### src/rtl/regfile_pkg.sv
// Shared defaults and helpers for the parametrised register file.
// Optional write-first forwarding is enabled with the REGFILE_BYPASS_EN macro.
package regfile_pkg;

  localparam int unsigned DefDataW = 16;
  localparam int unsigned DefAddrW = 4;
  localparam int unsigned DefHiIdx = 12;
  localparam int unsigned DefLoIdx = 13;
  localparam int unsigned DefSrIdx = 9;
  localparam int unsigned DefBaIdx = 10;

  // Registers the writeback port may not touch: the zero register and the shadow targets.
  function automatic logic is_protected(input int unsigned addr,
                                        input int unsigned hiIdx = DefHiIdx,
                                        input int unsigned loIdx = DefLoIdx,
                                        input int unsigned srIdx = DefSrIdx);
    return (addr == 0) || (addr == hiIdx) || (addr == loIdx) || (addr == srIdx);
  endfunction

endpackage

### src/rtl/regfile_scoreboard.sv
// Per-register busy bits (set at issue, cleared at writeback) and the decode hazard.
// Forwarded sources (REGFILE_BYPASS_EN builds) are masked out of the hazard by the top.
module regfile_scoreboard
  import regfile_pkg::*;
#(
  parameter int unsigned ADDR_W = DefAddrW
) (
  input  logic              clk,
  input  logic              rest_n,
  input  logic              busy_set,
  input  logic [ADDR_W-1:0] busy_addr,
  input  logic              wr_en,
  input  logic [ADDR_W-1:0] wr_addr,
  input  logic              rd_en,
  input  logic [ADDR_W-1:0] rd_addr1,
  input  logic [ADDR_W-1:0] rd_addr2,
  input  logic              fwd1,
  input  logic              fwd2,
  output logic              hazard
);

  localparam int unsigned Depth = 2 ** ADDR_W;

  logic [Depth-1:0] busyQ, busyD;

  // Clear first so a same-cycle issue to the same destination wins.
  always_comb begin
    busyD = busyQ;
    if (wr_en) busyD[wr_addr] = 1'b0;
    if (busy_set && (busy_addr != '0)) busyD[busy_addr] = 1'b1;
  end

  always_ff @(posedge clk or negedge rest_n) begin
    if (!rest_n) busyQ <= '0;
    else         busyQ <= busyD;
  end

  assign hazard = rd_en & ((busyQ[rd_addr1] & ~fwd1) | (busyQ[rd_addr2] & ~fwd2));

endmodule

### src/rtl/param_regfile.sv
// Parametrised register file: two registered read ports, one writeback port, HI/LO/SR
// shadow loads and a busy scoreboard. Define REGFILE_BYPASS_EN for write-first forwarding.
module param_regfile
  import regfile_pkg::*;
#(
  parameter int unsigned DATA_W = DefDataW,
  parameter int unsigned ADDR_W = DefAddrW,
  parameter int unsigned HI_IDX = DefHiIdx,
  parameter int unsigned LO_IDX = DefLoIdx,
  parameter int unsigned SR_IDX = DefSrIdx,
  parameter int unsigned BA_IDX = DefBaIdx
) (
  input  logic              clk,
  input  logic              rest_n,
  input  logic              rd_en,
  input  logic [ADDR_W-1:0] rd_addr1,
  input  logic [ADDR_W-1:0] rd_addr2,
  output logic [DATA_W-1:0] rd_data1,
  output logic [DATA_W-1:0] rd_data2,
  input  logic              wr_en,
  input  logic [ADDR_W-1:0] wr_addr,
  input  logic [DATA_W-1:0] wr_data,
  input  logic              spec_we,
  input  logic [DATA_W-1:0] hi_in,
  input  logic [DATA_W-1:0] lo_in,
  input  logic [DATA_W-1:0] sr_in,
  input  logic              busy_set,
  input  logic [ADDR_W-1:0] busy_addr,
  output logic              hazard,
  output logic              sr_flag,
  output logic [DATA_W-1:0] ba
);

  localparam int unsigned Depth = 2 ** ADDR_W;
  localparam logic [ADDR_W-1:0] HiAddr = ADDR_W'(HI_IDX);
  localparam logic [ADDR_W-1:0] LoAddr = ADDR_W'(LO_IDX);
  localparam logic [ADDR_W-1:0] SrAddr = ADDR_W'(SR_IDX);
  localparam logic [ADDR_W-1:0] BaAddr = ADDR_W'(BA_IDX);

  logic [DATA_W-1:0] regQ [Depth];
  logic              wrOk;
  logic              fwd1, fwd2;
  logic [DATA_W-1:0] rdNext1, rdNext2;

  assign wrOk = wr_en & ~is_protected(32'(wr_addr), HI_IDX, LO_IDX, SR_IDX);

`ifdef REGFILE_BYPASS_EN
  // Write-first: a source written on this edge sees the incoming value.
  function automatic logic [DATA_W-1:0] readPort(input logic [ADDR_W-1:0] addr);
    if (spec_we && (addr == HiAddr)) return hi_in;
    if (spec_we && (addr == LoAddr)) return lo_in;
    if (spec_we && (addr == SrAddr)) return sr_in;
    if (wrOk && (addr == wr_addr))   return wr_data;
    return regQ[addr];
  endfunction

  assign fwd1 = wrOk & (wr_addr == rd_addr1);
  assign fwd2 = wrOk & (wr_addr == rd_addr2);
`else
  function automatic logic [DATA_W-1:0] readPort(input logic [ADDR_W-1:0] addr);
    return regQ[addr];
  endfunction

  assign fwd1 = 1'b0;
  assign fwd2 = 1'b0;
`endif

  always_comb begin
    rdNext1 = readPort(rd_addr1);
    rdNext2 = readPort(rd_addr2);
  end

  regfile_scoreboard #(
    .ADDR_W(ADDR_W)
  ) u_scoreboard (
    .clk      (clk),
    .rest_n   (rest_n),
    .busy_set (busy_set),
    .busy_addr(busy_addr),
    .wr_en    (wr_en),
    .wr_addr  (wr_addr),
    .rd_en    (rd_en),
    .rd_addr1 (rd_addr1),
    .rd_addr2 (rd_addr2),
    .fwd1     (fwd1),
    .fwd2     (fwd2),
    .hazard   (hazard)
  );

  // Register 0 is never written (protected), so it stays at its reset value of zero.
  always_ff @(posedge clk or negedge rest_n) begin
    if (!rest_n) begin
      for (int i = 0; i < Depth; i++) regQ[i] <= '0;
      rd_data1 <= '0;
      rd_data2 <= '0;
      sr_flag  <= 1'b0;
      ba       <= '0;
    end else begin
      if (wrOk) regQ[wr_addr] <= wr_data;
      if (spec_we) begin
        regQ[HiAddr] <= hi_in;
        regQ[LoAddr] <= lo_in;
        regQ[SrAddr] <= sr_in;
      end
      if (rd_en && !hazard) begin
        rd_data1 <= rdNext1;
        rd_data2 <= rdNext2;
      end
      sr_flag <= regQ[SrAddr][DATA_W-1];
      ba      <= regQ[BaAddr];
    end
  end

endmodule

### config.mk
export PLATFORM = sky130hd
export DESIGN_NAME = param_regfile
export DESIGN_NICKNAME = d
export VERILOG_FILES = /design/src/rtl/regfile_pkg.sv /design/src/rtl/regfile_scoreboard.sv /design/src/rtl/param_regfile.sv
export SDC_FILE = /design/constraint.sdc
export NUM_CORES = 1
export LEC_CHECK = 0
export CAP_MARGIN = 20
export CORE_MARGIN = 2
export CORE_UTILIZATION = 58
export CTS_BUF_LIST = sky130_fd_sc_hd__clkbuf_8 sky130_fd_sc_hd__clkbuf_16
export DETAILED_ROUTE_END_ITERATION = 10
export HOLD_SLACK_MARGIN = 0.15
export MAX_ROUTING_LAYER = met4
export PLACE_DENSITY = 0.77
export SETUP_SLACK_MARGIN = 0.1
export SLEW_MARGIN = 20
export SYNTH_ARGS = -nofsm -noshare
export SYNTH_HDL_FRONTEND = slang
export SYNTH_SLANG_ARGS = --single-unit
### constraint.sdc
create_clock -name clk -period 3.29 [get_ports clk]
set_input_delay 0.987 -clock clk [delete_from_list [all_inputs] [get_ports clk]]
set_output_delay 0.987 -clock clk [all_outputs]
set_load 0.1 [all_outputs]
==> run summary, run 1 <==
Figures from the implementation reports.

- The type of the worst setup path is input pin to output pin.
- The power report lists the combinational group at 4.46 mW.
- The register bit total from synthesis is 321.
- The sequential logic power reads 5.48 mW.
- Hold analysis lists the worst path endpoint as regQ[242].
- Summed over its instances, the top area cell type makes up 50.94% of the synthesized netlist area.
- The worst setup path is launched from an input pin.
- The count of unresolved DRC violations after routing reads 0.
- The cell-internal power is 8.860 mW.
- The endpoint of the most critical register-to-register path reads rd_data1[7].
- The pin count of the biggest net entering global routing reads 65.
- Setup repair after global routing could not meet its margin everywhere.
- The count of inverters other than clock inverters in the layout reads 2.
- The leading cell type in the layout, fill and taps excluded is sky130_fd_sc_hd__dfrtp_1.
- The placement-stage cell area is 0.01739 sq mm.
- The tightest hold margin reads 0.3956 ns.
- The layout has 178 buffers outside the clock class.
- The root buffer cell is sky130_fd_sc_hd__clkbuf_16.
- The power in the clock group reads 3.70 mW.
- The run finished with clean final reports.
- The largest cell class by area is sequential cells.
- The timing report gives the biggest stage delay along the critical path as 0.49 ns.
- The number of antenna violations at the first check in global routing reads 2.
- The final timing report derives a shortest allowable period of 3.205 ns.
- The clock latency on the worst-skew pair reads 0.51 ns.
- The routed design shows a via density per instance of 6.610.
- Pin placement for this block handled 136 I/O pins.
- The synthesized-area fraction occupied by xor and xnor cells reads 0%.
- Compared with the post-synthesis result, the final layout area differs by 17.42%.
- The horizontal die dimension reported for this design is 168.9 um.
- The sequential share of cell area is 43.38%.
- Buffers inserted during clock tree synthesis total 35.
- The start point of the worst min-delay path is regQ[242].
- The part of the power in registers is 40.2%.
- Clock buffers in the final layout number 41.
- The synthesized netlist net count reads 1016.
- Sequential cells were found to cover 50.94% of the synthesized design area.
- The slowest stage of the critical path belongs to the cell sky130_fd_sc_hd__mux4_2.
- The detailed-routed wire length on met2 reads 17830 um.
- The clock net sink count is 321.
- Including well taps, the total number of placed cells is 1350.
- The number of max-slew violations in the final report is 0.
- The number of fillers in the final layout reads 1794.
- The count of buffers inserted at the top-level ports is 135.
- Per the CTS log, the maximum H-tree level is 2.
- The most used flip-flop cell after synthesis is sky130_fd_sc_hd__dfrtp_1.
- The worst-case clock skew reads 0.01846 ns.
- The initial utilization of the core area, before any placement, comes to 58.84%.
- Looking at the reg2reg group, the worst path starts from u_scoreboard.busyQ[10].
- The netlist uses 21 different library cells.
- Leaving out fill and tap cells, the most frequent cells in the layout are sky130_fd_sc_hd__dfrtp_1, sky130_fd_sc_hd__mux2_2, sky130_fd_sc_hd__mux4_2.
- The report puts the hold buffer count at CTS at 0.
- The combined buffer and inverter count along the critical path reads 2.
- The instance count of the mapped netlist reads 930.
- The setup slack of the most critical reg-to-reg path reads 0.76 ns.
- The CTS tree is done.
- Setup slack closes at 0.08478 ns.
- The hold path depth reads 0.
- The highest routed metal layer reads met4.
- The total negative setup slack reads 0 ns.
- The count of flip-flops and latches reads 321.
- The post-layout net count reads 1135.
- Looking at the VDD voltage map, the peak drop is 471.7 uV.
- The cell leakage power reads 7.774 nW.
- The remaining global-route overflow reads 0.
- The termination of the worst setup path is hazard.
- The cell total in the yosys stat output is 930.
- The largest area contributor in the netlist reads sky130_fd_sc_hd__dfrtp_1.
- The multiplexer area fraction after synthesis is 43.80%.
- The post-synthesis cell type with the largest instance count reads sky130_fd_sc_hd__dfrtp_1.
- The achievable clock frequency is 312.0 MHz.
- The routed length on met3 reads 2886 um.
- The transition time of the tightest slew-check pin reads 0.5763 ns.
- The area figure in the yosys stat output reads 0.01577 sq mm.
- Counting flops with a built-in enable in the synthesized netlist gives 0.
- The number of hold-slack violations in the final timing report reads 0.
- The met2 routing resource usage after global routing reads 42.30%.
**Run 1: routed metal per tile**

The die is cut into 34 by 34 equal tiles; black is low, pale yellow is high, scaled to the fullest tile. Values are wire area over tile area, all layers added.
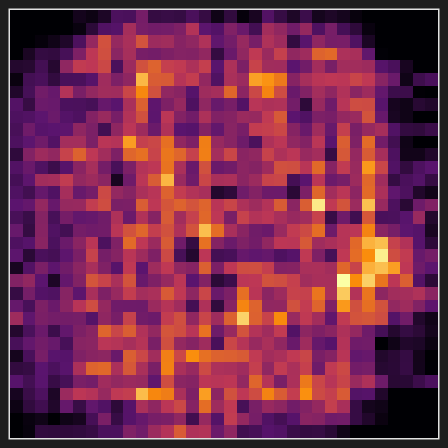
- fullest tile: 0.62
- tiles over half the peak: 22%
- mean over tiles: 0.22
- nearly empty tiles: 6.0%
- emptiest ninth of the die: top right
GRT Total Usage: 29.54%
detailed-route via count: 9333
post-detailed-routing wire length: 38680 um
average wire per cell in the routed design: 27.40 um

**Run 1: metal 1**

Supply wires on this layer in grey.
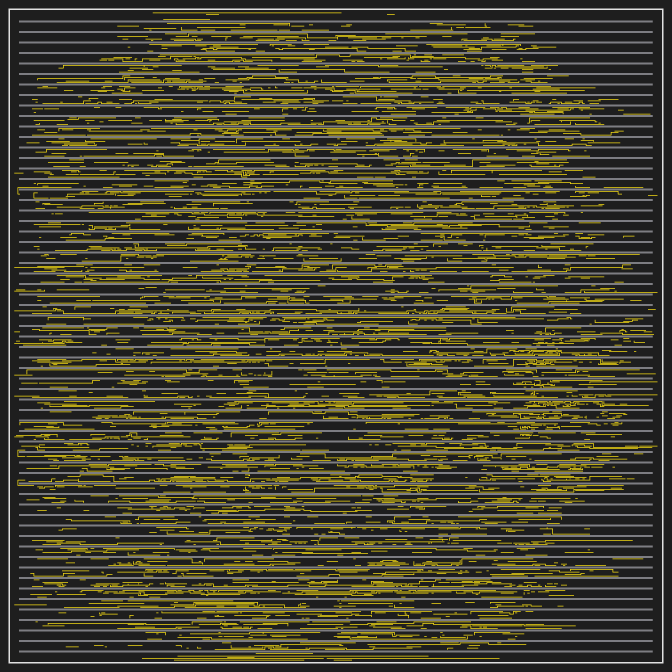
- share of all routed wire: 45%
- wire length on this layer: 17400 um
- longest straight run: 80.0 um
- nets with wire on the layer: 1040
- main direction: horizontal
met1 Usage GRT: 44.26%

**Run 1: placement by cell class**

Scale bar: 50 um. Fill, decap, tap and diode cells in grey.
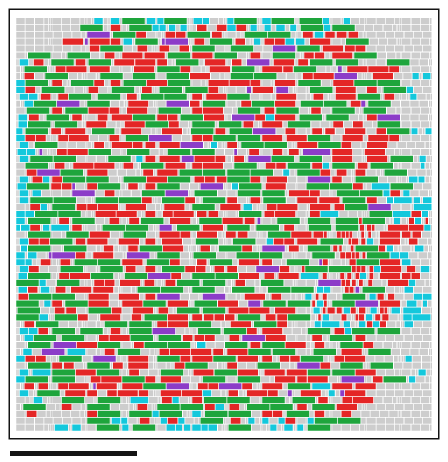
- clock drivers and dummy loads: purple (cells 57)
- other buffers and delay cells: cyan (cells 178)
- all other logic: red (cells 513)
- flops: green (cells 321)
core area: 0.02680 sq mm
final cell area excluding filler cells: 0.01852 sq mm
number of rows in the core area: 60
final core area utilization: 69.09%

==> run 2: changes to the inputs <==
- CTS_CLUSTER_SIZE: unset -> 25
- PLACE_DENSITY: 0.77 -> 0.78
**Run 2: wiring by layer**

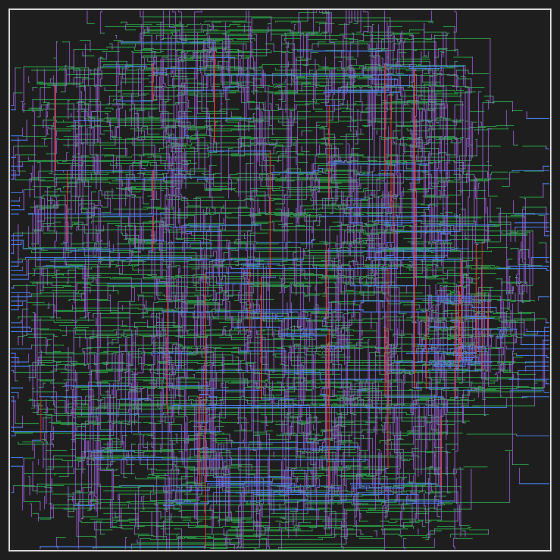
- met4: red (wire length 998 um)
- met2: purple (wire length 18400 um)
- met3: blue (wire length 3340 um)
- met1: green (wire length 17500 um)
GRT Total Usage: 29.86%
average wire per cell in the routed design: 28.30 um
post-detailed-routing wire length: 40250 um
detailed-route via count: 9499

==> run summary, run 2 <==
Figures from the implementation reports.

- Status: completed (unchanged).
- The depth of the CTS H-tree is 2 (unchanged).
- The sequential logic power reads 5.50 mW (was 5.48 mW).
- The setup slack of the most critical reg-to-reg path is 0.36 ns (was 0.76 ns).
- The number of enable-type register cells in the synthesized netlist reads 0 (unchanged).
- The combinational power reads 4.64 mW (was 4.46 mW).
- The hold path depth reads 0 (unchanged).
- The synthesized netlist net count reads 1016 (unchanged).
- The count of plain and timing-repair buffers is 190 (was 178).
- The standard-cell row count reads 60 (unchanged).
- The endpoint of the worst hold path was regQ[242] (unchanged).
- The top cell type's share of synthesized area reads 50.94% (unchanged).
- The cell leakage power is 7.918 nW (was 7.774 nW).
- The final standard cell utilization of the core is 70.18% (was 69.09%).
- The power in the clock group is 3.81 mW (was 3.70 mW).
- The post-synthesis cell type with the largest instance count is sky130_fd_sc_hd__dfrtp_1 (unchanged).
- The maximum cell stage delay along the critical path came to 0.32 ns (was 0.49 ns).
- The final-layout clock buffer total is 45 (was 41).
- The worst-case clock skew came to 0.01013 ns (was 0.01846 ns).
- The remaining global-route overflow was 0 (unchanged).
- The register bit total from synthesis is 321 (unchanged).
- The number of library cell types mapped by synthesis reads 21 (unchanged).
- The maximum vdd drop is 485.8 uV (was 471.7 uV).
- The total negative setup slack is 0 ns (unchanged).
- The largest cell class by area was sequential cells (unchanged).
- The clock net sink count reads 321 (unchanged).
- The tightest hold margin was 0.3899 ns (was 0.3956 ns).
- The met1 demand-to-capacity share in global routing is 44.45% (was 44.26%).
- The count of flip-flops and latches came to 321 (unchanged).
- The growth of design area from synthesis to finish is 19.27% (was 17.42%).
- The CTS tree is done (unchanged).
- The highest routed metal layer is met4 (unchanged).
- The nature of the critical path startpoint is an input pin (unchanged).
- The count of inverters other than clock inverters in the layout is 2 (unchanged).
- The number of antenna violations at the first check in global routing is 2 (unchanged).
**Run 2: routed metal per tile**

The die is cut into 34 by 34 equal tiles; black is low, pale yellow is high, scaled to the fullest tile. Values are wire area over tile area, all layers added.
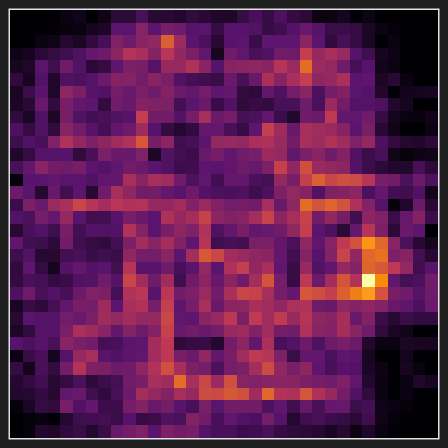
- tiles over half the peak: 5.9%
- mean over tiles: 0.23
- nearly empty tiles: 6.2%
- fullest tile: 0.88

Power is estimated from default activity; no workload was simulated.
